==> src/rtl/alu_arb_ctrl.sv <==
// Two-requester round-robin front end for a shared external 4-bit ALU.
// Optional macro ALU_ARB_MUL_EN adds a 4-step shift-and-add multiply on opcode 101.
module alu_arb_ctrl (
  input  logic       clk,
  input  logic       rst,
  input  logic       req0_valid,
  output logic       req0_ready,
  input  logic [3:0] req0_a,
  input  logic [3:0] req0_b,
  input  logic [2:0] req0_sel,
  input  logic       req1_valid,
  output logic       req1_ready,
  input  logic [3:0] req1_a,
  input  logic [3:0] req1_b,
  input  logic [2:0] req1_sel,
  output logic       rsp_valid,
  input  logic       rsp_ready,
  output logic       rsp_id,
  output logic [3:0] rsp_out,
  output logic       rsp_carry,
  output logic       rsp_zero,
  output logic [3:0] alu_a,
  output logic [3:0] alu_b,
  output logic [2:0] alu_sel,
  input  logic [3:0] alu_out,
  input  logic       alu_carry,
  input  logic       alu_zero
);

  typedef enum logic [1:0] {IDLE, EXEC, RESP} state_t;

  state_t     state, state_nxt;
  logic       last_grant;
  logic       grant, grant_id;
  logic [3:0] op_a, op_b;
  logic [2:0] op_sel;
  logic       op_id;
  logic       op_done;

`ifdef ALU_ARB_MUL_EN
  logic [1:0] mul_cnt;
  logic [3:0] mul_acc;
  logic       mul_ovf;
  logic       is_mul;
  logic [1:0] mul_idx;
  logic [3:0] mul_pp;
  logic       mul_trunc;

  assign is_mul    = (op_sel == 3'b101);
  assign mul_idx   = 2'd3 - mul_cnt;
  assign mul_pp    = op_b[mul_idx] ? (op_a << mul_idx) : 4'd0;
  // Partial-product bits shifted past bit 3 mean the full product exceeds 15.
  assign mul_trunc = op_b[mul_idx] && ((op_a >> (3'd4 - {1'b0, mul_idx})) != 4'd0);
  assign op_done   = !is_mul || (mul_cnt == 2'd0);
`else
  assign op_done   = 1'b1;
`endif

  always_ff @(posedge clk or posedge rst) begin
    if (rst) state <= IDLE;
    else     state <= state_nxt;
  end

  always_comb begin
    state_nxt  = state;
    grant      = 1'b0;
    grant_id   = 1'b0;
    req0_ready = 1'b0;
    req1_ready = 1'b0;
    alu_a      = 4'd0;
    alu_b      = 4'd0;
    alu_sel    = 3'b000;
    if (req0_valid && req1_valid) begin
      grant    = 1'b1;
      grant_id = ~last_grant;
    end else if (req0_valid || req1_valid) begin
      grant    = 1'b1;
      grant_id = req1_valid;
    end
    case (state)
      IDLE: begin
        if (grant && !rst) begin
          req0_ready = !grant_id;
          req1_ready = grant_id;
          state_nxt  = EXEC;
        end
      end
      EXEC: begin
        alu_a   = op_a;
        alu_b   = op_b;
        alu_sel = op_sel;
`ifdef ALU_ARB_MUL_EN
        if (is_mul) begin
          alu_a   = mul_acc;
          alu_b   = mul_pp;
          alu_sel = 3'b011;
        end
`endif
        if (op_done) state_nxt = RESP;
      end
      RESP: begin
        if (rsp_ready) state_nxt = IDLE;
      end
      default: state_nxt = IDLE;
    endcase
  end

  always_ff @(posedge clk or posedge rst) begin
    if (rst) begin
      last_grant <= 1'b1;
      op_a       <= 4'd0;
      op_b       <= 4'd0;
      op_sel     <= 3'b000;
      op_id      <= 1'b0;
      rsp_valid  <= 1'b0;
      rsp_id     <= 1'b0;
      rsp_out    <= 4'd0;
      rsp_carry  <= 1'b0;
      rsp_zero   <= 1'b0;
`ifdef ALU_ARB_MUL_EN
      mul_cnt    <= 2'd0;
      mul_acc    <= 4'd0;
      mul_ovf    <= 1'b0;
`endif
    end else begin
      case (state)
        IDLE: begin
          if (grant) begin
            op_a       <= grant_id ? req1_a   : req0_a;
            op_b       <= grant_id ? req1_b   : req0_b;
            op_sel     <= grant_id ? req1_sel : req0_sel;
            op_id      <= grant_id;
            last_grant <= grant_id;
`ifdef ALU_ARB_MUL_EN
            mul_cnt    <= 2'd3;
            mul_acc    <= 4'd0;
            mul_ovf    <= 1'b0;
`endif
          end
        end
        EXEC: begin
`ifdef ALU_ARB_MUL_EN
          if (is_mul && !op_done) begin
            mul_acc <= alu_out;
            mul_ovf <= mul_ovf | alu_carry | mul_trunc;
            mul_cnt <= mul_cnt - 2'd1;
          end
`endif
          if (op_done) begin
            rsp_valid <= 1'b1;
            rsp_id    <= op_id;
            rsp_out   <= alu_out;
            rsp_carry <= alu_carry;
            rsp_zero  <= alu_zero;
`ifdef ALU_ARB_MUL_EN
            if (is_mul) begin
              rsp_carry <= mul_ovf | alu_carry | mul_trunc;
              rsp_zero  <= (alu_out == 4'd0);
            end
`endif
          end
        end
        RESP: begin
          if (rsp_ready) rsp_valid <= 1'b0;
        end
        default: rsp_valid <= 1'b0;
      endcase
    end
  end

endmodule

==> config.mk <==
export PLATFORM = sky130hd
export DESIGN_NAME = alu_arb_ctrl
export DESIGN_NICKNAME = d
export VERILOG_FILES = /design/src/rtl/alu_arb_ctrl.sv
export SDC_FILE = /design/constraint.sdc
export NUM_CORES = 1
export LEC_CHECK = 0
export ABC_CLOCK_PERIOD_IN_PS = 2000
export CAP_MARGIN = 20
export CELL_PAD_IN_SITES_DETAIL_PLACEMENT = 1
export CELL_PAD_IN_SITES_GLOBAL_PLACEMENT = 2
export CORE_MARGIN = 3
export CORE_UTILIZATION = 28
export CTS_BUF_LIST = sky130_fd_sc_hd__clkbuf_8
export DETAILED_ROUTE_END_ITERATION = 10
export GPL_TIMING_DRIVEN = 0
export PLACE_DENSITY_LB_ADDON = 0.1
export SYNTH_ARGS = -nofsm -noshare
export SYNTH_HDL_FRONTEND = slang
export SYNTH_SLANG_ARGS = --single-unit
==> constraint.sdc <==
create_clock -name clk -period 2 [get_ports clk]
set_input_delay 0.4 -clock clk [delete_from_list [all_inputs] [get_ports clk]]
set_output_delay 0.4 -clock clk [all_outputs]
set_load 0.05 [all_outputs]
Fig. 1: PDN straps and rails
The bar under the picture is 20 um long. Pins as bars on the die edge.
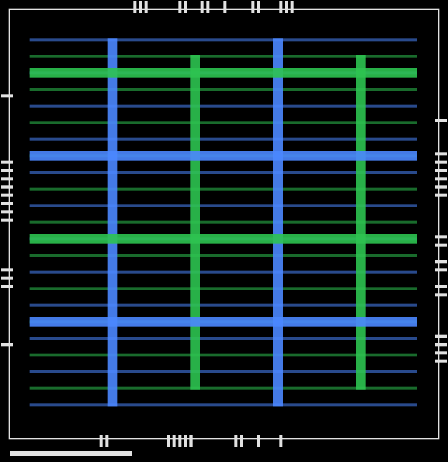
Key: green = VDD; blue = VSS
4 straps on met5. 4 straps on met4. 54 signal pins sit on the boundary. The core has 22 rows.

Fig. 2: routing congestion map
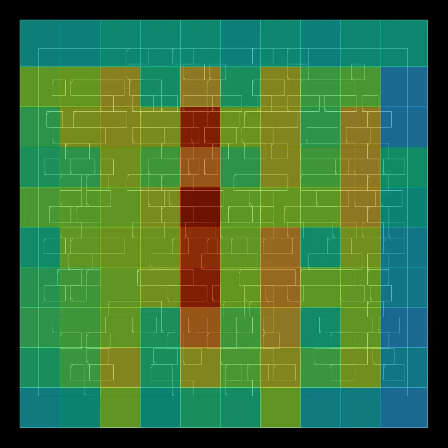
GRT Overall Usage: 0.125
post-route core utilization: 0.493
met2 usage: 0.219
met1 capacity usage during global routing: 0.137
global-route track usage on met3: 0.0331

Fig. 3: local utilization
The bar under the picture is 20 um long. The die is cut into 7 by 7 equal tiles; black is low, pale yellow is high, 0 to 100% covered.
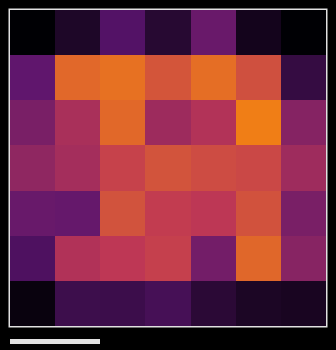
The fullest tile reaches 71%. The densest ninth of the die: middle. The mean over all tiles is 37%.
core area: 0.00380 mm^2
effective utilization at floorplan: 0.303

Fig. 4: I/O nets highlighted
The bar under the picture is 20 um long.
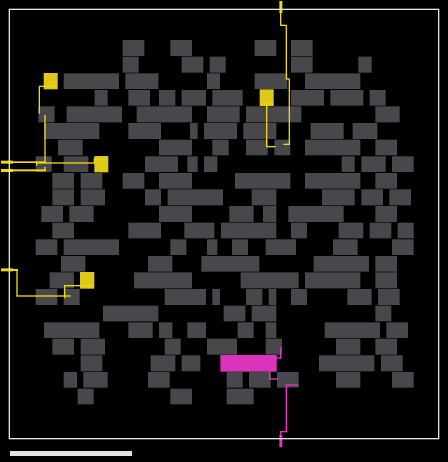
Key: yellow = `alu_a` [bits 4, direction output, edge 3 left, 1 top, end cells 4, wire 92.1 um]; magenta = `rsp_valid` [bits 1, direction output, edge bottom, end cells 1, wire 17.7 um]

==> run notes <==
Reports from this run.

- The report lists the cells along the critical path as nor2b_1 -> buf_4 -> clkbuf_8 -> and2_1 -> buf_4.
- The sequential area share after synthesis is 0.501.
- The maximum number of buffers from clock root to sink reads 2.
- The Yosys step of the flow raised 0 warnings.
- The congestion estimate from routability-driven global placement came to around 0.67.
- The count of pins over their slew limit reads 0.
- TritonCTS built the clock tree.
- A synthesized cell averages 14.1 um^2.
- The worst VDD IR drop from the latest analysis is 0.457 mV.
- The clock sink count is 23.
- The number of placement rows is 22.
- The yosys synthesis chip area reads 0.00115 mm^2.
- The maximum clock skew at final layout is 0.00528 ns.
- The routed layout reports a DRC error count of 0.
- The global-route wire length before repair is about 4700 um.
- The leakage power of the design reads 0.838 nW.
- The number of buffers and inverters on the critical path is 3.
- For reference, the top cells by area after synthesis are dfrtp_1 48%, mux2_2 19%, mux2_4 16%, and2_1 6.0%, dfstp_2 2.3%.
- The number of cells in Yosys stat is 82.
- The mapped netlist covers 0.00115 mm^2.
- The area of placed instances is 0.00175 mm^2.
- The library cell with the highest instance count after synthesis reads dfrtp_1.
- For the completed layout, the total cell area is recorded as 0.00187 mm^2.
- The largest fanout on the critical path is 10.
- The standard cell with the maximum stage delay on the critical path reads dfrtp_2.
- The die area reads 0.00492 mm^2.
- In this run the worst hold path is classified as input pin to async pin.
- Per STA, the library cell used most along the worst path is buf_4.
- The actual slew at the worst max-slew pin is 0.580 ns.
- The violation tally from detailed-route iteration zero is 17.
- Per the final layout report, the fraction of cells sized above drive strength 1 comes to 0.463.
- The flow reports an fmax of a little over 500 MHz.
- The run finished with clean final reports.
- The number of input and output port buffers inserted is 53.
- The via-per-instance ratio reads 4.56.
- The count of nets left with antenna violations after detail routing is 0.
- The critical path in this run is classified as flop to output port.
## sequential cells by signal, indices dropped and copies added (netlist names)
| name | count |
|---|---|
| op_sel | 3 |
| rsp_valid | 1 |
| rsp_zero | 1 |
| rsp_id | 1 |
| rsp_out | 4 |
| op_b | 4 |
| op_id | 1 |
| op_a | 4 |
| rsp_carry | 1 |
| state | 2 |
| last_grant | 1 |
## worst paths after layout
kind | start | to | slack (ns) | cells after the start
setup / recovery | state[0] | alu_a[0] | 0.06 | 5
hold / removal | rst | rsp_id | 0.29 | 3
setup reg to reg | last_grant | op_sel[1] | 0.57 | 4
hold reg to reg | rsp_valid | rsp_valid | 0.50 | 1
max in group asynchronous | rst | last_grant | 1.36 | 2
min in group clk | rst | state[0] | 0.50 | 2
## layout by cell type (no fill, tap or decap), types with 2 or more instances in the layout
master and count:
clkdlybuf4s50_1 37, dfrtp_1 20, mux2_2 19, buf_4 18
mux2_4 12, and2_1 11, clkbuf_8 4, o21ai_0 2
nor2_1 2, buf_8 2, dlygate4sd2_1 2, clkdlybuf4s15_2 2
dfrtp_2 2
## worst register-to-register path: stages, from the launching register on
cell      delay (ns)
dfstp_2         0.56
a21boi_4        0.06
buf_8           0.15
mux2_4          0.30
mux2_4          0.26
## cell families after synthesis
kind of cell    share of synthesized area
mux                                 0.342
flops                               0.501
simple gates                       0.0858
compound gates                     0.0445
buf+inv                            0.0271
## layer usage
metal,GRT usage,share of wire
met3,0.0331,0.066
met4,0.0638,0.021
met1,0.137,0.39
met5,0,0
met2,0.219,0.52
## report_power, final
| part | switching (W) | leakage [nW] | total, W | internal, W |
|---|---|---|---|---|
| registers | 0.000112 | 0.268 | 0.000794 | 0.000683 |
| clock network | 0.000151 | 0.0269 | 0.000288 | 0.000137 |
| logic | 0.000703 | 0.543 | 0.00131 | 0.000611 |
## timing repair
action	CTS	global route
buffers inserted	2	5
resized	85	5
pin swaps	0	0
setup endpoints to repair	13	12
cloned	1	0
hold buffers	0	0
## layout make-up
cell class                 count  area (um^2)
inverter                       1         7.51
sequential                    23          579
timing repair inverter         1         5.00
fill                         399         1920
timing repair buffer          60          562
clock buffer                   3         41.3
multi-input combinational     54          564
tap                           48         60.1
clock inverter                 1         3.75
buffer                         4         51.3
## metrics by stage
step / setup slack (ns) / util
after CTS: 0.0143 / 0.480
after floorplan: 0.216 / -
after detailed placement: -1.17 / 0.460
after global placement: -1.17 / 0.460
after global routing: -0.0253 / 0.493
final: 0.0640 / 0.493
Power figures rest on the tool's default switching activity, not on a simulated workload.
